--- src/rtl/sfifo_wr_arbiter.sv ---
// Round-robin write-port arbiter for a 32-deep sync FIFO.
// Grants one producer per burst; releases on last, burst cap or idle timeout.
module sfifo_wr_arbiter #(
  parameter int NUM_REQ   = 4,
  parameter int DW        = 32,
  parameter int BURST_MAX = 8,
  parameter int IDLE_TMO  = 4
) (
  input  logic                  clk,
  input  logic                  rst,
  input  logic [NUM_REQ-1:0]    i_valid,
  input  logic [NUM_REQ*DW-1:0] i_data,
  input  logic [NUM_REQ-1:0]    i_last,
  output logic [NUM_REQ-1:0]    o_ready,
  output logic [NUM_REQ-1:0]    o_grant,
  output logic                  o_busy,
  output logic                  o_fifo_wr,
  output logic [DW-1:0]         o_fifo_data,
  input  logic                  i_fifo_full
);

  localparam int PW = (NUM_REQ > 1) ? $clog2(NUM_REQ) : 1;
  localparam int BW = $clog2(BURST_MAX + 1);

  typedef enum logic {
    IDLE,
    GRANT
  } state_t;

  state_t               state_q, state_d;
  logic [NUM_REQ-1:0]   grant_q, grant_d;
  logic [PW-1:0]        ptr_q, ptr_d;
  logic [PW-1:0]        gidx_q, gidx_d;
  logic [BW-1:0]        beat_q, beat_d;
  logic [3:0]           idle_q, idle_d;

  logic [PW-1:0]        pick;
  logic [PW-1:0]        cand;
  logic                 found;
  int                   idx;

  logic                 g_valid;
  logic                 g_last;
  logic [DW-1:0]        g_data;
  logic                 xfer;
  logic                 release_now;

  assign g_valid = i_valid[gidx_q];
  assign g_last  = i_last[gidx_q];
  assign g_data  = i_data[int'(gidx_q)*DW +: DW];
  assign o_grant = grant_q;
  assign o_busy  = (state_q == GRANT);

  // first requester at or after ptr, wrapping around
  always_comb begin
    pick  = '0;
    cand  = '0;
    found = 1'b0;
    idx   = 0;
    for (int i = 0; i < NUM_REQ; i++) begin
      idx = int'(ptr_q) + i;
      if (idx >= NUM_REQ) idx = idx - NUM_REQ;
      cand = PW'(idx);
      if (!found && i_valid[cand]) begin
        found = 1'b1;
        pick  = cand;
      end
    end
  end

  // next state, counters and the combinational write path
  always_comb begin
    state_d     = state_q;
    grant_d     = grant_q;
    ptr_d       = ptr_q;
    gidx_d      = gidx_q;
    beat_d      = beat_q;
    idle_d      = idle_q;
    o_ready     = '0;
    o_fifo_wr   = 1'b0;
    o_fifo_data = '0;
    xfer        = 1'b0;
    release_now = 1'b0;
    unique case (state_q)
      IDLE: begin
        if (found) begin
          state_d = GRANT;
          gidx_d  = pick;
          grant_d = NUM_REQ'(1) << pick;
          beat_d  = '0;
          idle_d  = '0;
        end
      end
      GRANT: begin
        o_ready[gidx_q] = ~i_fifo_full;
        xfer            = g_valid & ~i_fifo_full;
        o_fifo_wr       = xfer;
        if (xfer) o_fifo_data = g_data;
        if (xfer) begin
          beat_d = beat_q + 1'b1;
          idle_d = '0;
          if (g_last || (beat_q + 1'b1 == BW'(BURST_MAX)))
            release_now = 1'b1;
        end else if (!g_valid) begin
          idle_d = idle_q + 4'd1;
          if (idle_q + 4'd1 == 4'(IDLE_TMO))
            release_now = 1'b1;
        end
        if (release_now) begin
          state_d = IDLE;
          grant_d = '0;
          beat_d  = '0;
          idle_d  = '0;
          ptr_d   = (gidx_q == PW'(NUM_REQ - 1)) ? '0 : gidx_q + 1'b1;
        end
      end
      default: state_d = IDLE;
    endcase
  end

  // state register with synchronous reset
  always_ff @(posedge clk) begin
    if (rst) begin
      state_q <= IDLE;
      grant_q <= '0;
      ptr_q   <= '0;
      gidx_q  <= '0;
      beat_q  <= '0;
      idle_q  <= '0;
    end else begin
      state_q <= state_d;
      grant_q <= grant_d;
      ptr_q   <= ptr_d;
      gidx_q  <= gidx_d;
      beat_q  <= beat_d;
      idle_q  <= idle_d;
    end
  end

endmodule
--- config.mk ---
export PLATFORM = sky130hd
export DESIGN_NAME = sfifo_wr_arbiter
export DESIGN_NICKNAME = d
export VERILOG_FILES = /design/src/rtl/sfifo_wr_arbiter.sv
export SDC_FILE = /design/constraint.sdc
export NUM_CORES = 1
export LEC_CHECK = 0
export CAP_MARGIN = 20
export CORE_MARGIN = 2
export CORE_UTILIZATION = 32
export DETAILED_ROUTE_END_ITERATION = 12
export PLACE_DENSITY = 0.91
export RECOVER_POWER = 25
export SLEW_MARGIN = 0
export SYNTH_ARGS = -nofsm -noshare
export SYNTH_HDL_FRONTEND = slang
export SYNTH_SLANG_ARGS = --single-unit
--- constraint.sdc ---
create_clock -name clk -period 3 [get_ports clk]
set_input_delay 0.75 -clock clk [delete_from_list [all_inputs] [get_ports clk]]
set_output_delay 0.75 -clock clk [all_outputs]
set_load 0.01 [all_outputs]
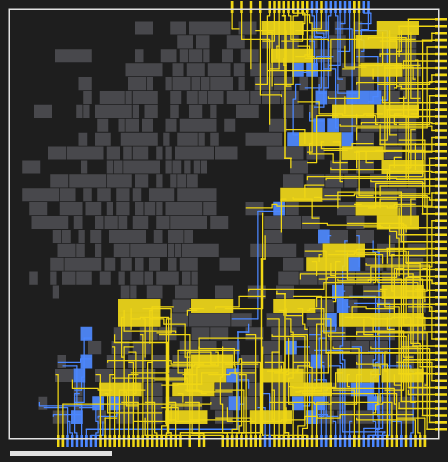
Figure 1: wires at chosen ports, followed through buffers.
Bar = 20 um.
Blue shows o_fifo_data, direction output, end cells 32, wire 793 um. Yellow shows i_data, direction input, end cells 32, wire 3780 um.

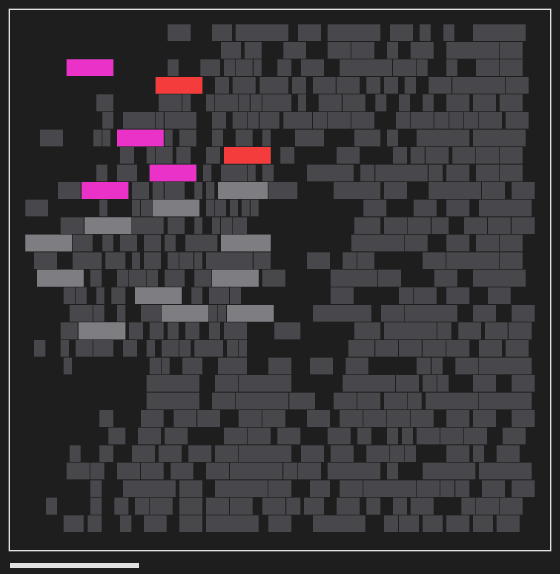
Figure 2: sequential cells coloured by netlist name.
Bar = 20 um. Other sequential cells in the stronger grey, the rest of the logic in the fainter grey.
Red shows ptr_q, placed flops 2. Magenta shows o_grant, placed flops 4, where top left.
Another 11 sequential cells are not coloured.

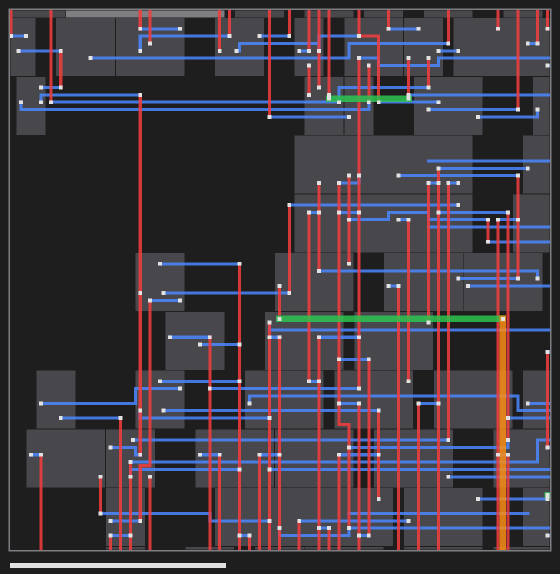
Figure 3: zoomed window.
Bar = 10 um. Window x 8 to 33, y 8 to 33 um. Cells in grey, sequential cells in the stronger grey; small squares are vias.
Blue shows metal 1. Orange shows metal 4. Red shows metal 2. Green shows metal 3.
Sequential cells in the window: 0. Most frequent: clkdlybuf4s50_1 (14), mux4_2 (3), and3_1 (3). 35 logic cells have their middle in the window.

==> run notes <==
Summary of implementation figures.

Synthesis
The share of async-settable or async-resettable flops after synthesis is 0. The flip-flop and latch count after synthesis is 17. The number of flops mapped to enable cells by yosys is 0. The synthesis report lists the most area-consuming cells as mux4_2 38%, dfxtp_1 17%, and3_1 10%.

The commonest cells after synthesis are 34 x and3_1, 34 x mux4_2, 17 x dfxtp_1, 14 x nand2_1, 12 x clkbuf_1. The synthesis report lists the Yosys warning total as 0. The gate-level netlist out of Yosys references 40 unique cell types. The main flop type is dfxtp_1. The cell area after synthesis is 2036 um^2.

The post-synthesis area per instance is 9.930 um^2. The share of Yosys cell area claimed by the top area cell type is 0.3762. The synthesized netlist has a Yosys-reported chip area of 2036 um^2.

Global route
The number of antenna violations at the first check in global routing is 0. The pin count of the biggest net entering global routing is 38. The via count of the first global-routing pass is 2619. The first global-routing pass estimated 13930 um of wire. The overall overflow remaining after global route is 0.

Floorplanning
According to the I/O placement log, the pin count is 181. The placeable core area is 6241 um^2. The floorplan die width is 83.76 um. The die covers 7016 um^2.

The starting density of the core is 0.3262. For reference, the placement row count at floorplan is 29.

Placement
In this run the tool buffered the top-level ports with 180 buffer cells. The detailed-placement wirelength estimate is 7149 um. The post-placement cell area is 4056 um^2. The placement summary gives the final routability congestion estimate as 0.9029.

Power
The power report attributes to the sequential group a share of 0.270. The switching share of power is 0.2838. The power share of the clock group is 0.188. The largest voltage drop on the vdd net is 0.2838 mV. The leakage dissipation is 1.712 nW. Per the summary, power density relative to cell area is 226.5 nW/um^2. The proportion of power drawn by combinational gates is 0.542.

STA
Static timing analysis puts the maximum clock frequency at 0.3368 GHz. Endpoints with negative setup slack in the final report add up to 0. The slack of the critical path is 0.03097 ns. The transition time recorded at the tightest slew-check pin is 0.5612 ns. Setup repair after global routing left no endpoint under its margin. In this run the tightest slew margin relative to its limit is 0.6219. The final period utilization is 0.9897. The final count of hold timing violations is 0. The clock tree skew after final layout is 0.001974 ns.

Finish
The combined area of the multi-input logic cells is 1579 um^2. For this run, the post-layout net count is 545. The final antenna diode tally reported by the flow is 0. In this run the layout overhead on the synthesized area is reported as 99.57%. The flip-flop and latch area is 342.8 um^2. The fraction of final layout cells with drive strength greater than 1 is 0.2306.

Route
The routed wire length is 9046 um. The number of search-and-repair iterations in the first detailed-routing pass is 4. The antenna violation net count after detailed routing is 0. The script parses the final routing iteration and logs DRC violations as 0.

The via total after detailed routing is 2518.

Worst setup path
The slowest cell on the critical path is clkdlybuf4s50_1. The kind of end point of the critical path is a primary output. The worst setup path is launched from a primary input. The data arrival at the endpoint of the critical path is 2.22 ns. The peak fanout along the critical path is 19. For reference, the most critical setup path is categorized as primary input to primary output.

Hold path
The worst hold path belongs to the class flop to flop.

Run
The run reported a max-capacitance violation count of 0. The number of warnings in the stage logs is 29.

Clocking
The number of buffers added by the clock tree synthesis step is 3. In this run, post-CTS hold repair placed 0 buffers. The TritonCTS clock tree is built. The clock-pin slew of the registers on the worst-case setup and hold paths is 0.07 ns.

Outcome
The flow ran to the end, and the final reports show no timing, DRC or antenna violations.
## critical path: cells and delay by family
kind	cells	cell delay (ns)
buffers and inverters	3	1.17
AND/OR/NAND/NOR	2	0.29
## per-layer routing
metal / track usage / part of all wire / routed length (um)
met1: 0.3104 / 0.42 / 3771
met2: 0.4371 / 0.50 / 4539
met3: 0.04253 / 0.061 / 552
met4: 0.04985 / 0.020 / 182
met5: 0 / 0 / 0
## stage by stage
stage               utilization  setup TNS, ns  instances  hold slack (ns)
detailed placement       0.6500         -11.25        464           0.4859
global route             0.6510              0        476           0.5297
global placement         0.6500         -10.10        464           0.4705
CTS                      0.6476              0        474           0.4970
floorplan                     -              0        205           0.4532
finish                   0.6510              0        476           0.4925
## final timing paths
| check | start | endpoint | slack (ns) | cells past startpoint |
|---|---|---|---|---|
| hold reg to reg | o_grant[3] | o_grant[3] | 0.49 | 2 |
| setup reg to reg | gidx_q[1] | o_grant[2] | 0.38 | 8 |
| setup / recovery | i_fifo_full | o_ready[2] | 0.03 | 5 |
| hold / removal | o_grant[3] | o_grant[3] | 0.49 | 2 |
## cell families after synthesis
| logic type | synth area share |
|---|---|
| and+or+nand+nor | 0.2379 |
| AOI/OAI and AO/OA | 0.08974 |
| xor gates and xnor gates | 0.01291 |
| buffers and inverters | 0.05900 |
| DFF | 0.1672 |
| adders and majority gates | 0.03688 |
| muxes | 0.3964 |
## cells in the final DEF, fill, tap and decap left out, types with 2 or more instances in the layout
cell type,synthesis,routed
a21oi_1,10,11
and2_1,5,5
and3_1,34,34
buf_12,0,4
buf_2,3,23
buf_4,0,13
buf_6,2,5
clkbuf_1,12,5
clkbuf_8,0,3
clkdlybuf4s15_1,0,4
clkdlybuf4s50_1,0,137
dfxtp_1,17,15
dfxtp_2,0,2
dlygate4sd2_1,0,10
dlygate4sd3_1,0,5
ha_1,6,6
inv_1,7,7
mux2i_1,3,3
mux4_2,34,34
nand2_1,14,14
nand2b_1,4,4
nand3_1,7,7
nor2_1,6,6
nor3_1,7,7
nor4_1,2,2
o211ai_1,3,3
o21ai_0,4,4
or3_1,2,2
or3b_2,2,2
xnor2_1,2,2
## layout make-up
type / instances / share of cell area
Timing Repair Buffer: 209 / 0.4848
Sequential cell: 17 / 0.08439
Inverter: 8 / 0.007391
Multi-Input combinational cell: 161 / 0.3887
Tap cell: 77 / 0.02371
Clock buffer: 4 / 0.01109
## state kept, by name, indices dropped and copies added (netlist names)
name / cells
beat_q: 4
gidx_q: 2
idle_q: 4
o_busy: 1
o_grant: 4
ptr_q: 2
## power groups by stage
stage	Combinational [mW]	Sequential [mW]	Clock (mW)
6_report	0.499	0.249	0.173
5_1_grt	0.529	0.250	0.182
4_1_cts	0.495	0.249	0.175
3_5_place_dp	0.489	0.254	0
3_3_place_gp	0.481	0.254	0
2_1_floorplan	0.201	0.248	0
## what timing repair did
item | 4_1_cts | 5_1_grt
endpoints found under the setup margin | 33 | 4
buffers inserted | 5 | 1
cloned | 1 | 1
endpoints found under the hold margin | 0 | 0
resized | 114 | 2
Power and IR drop assume default switching activity.
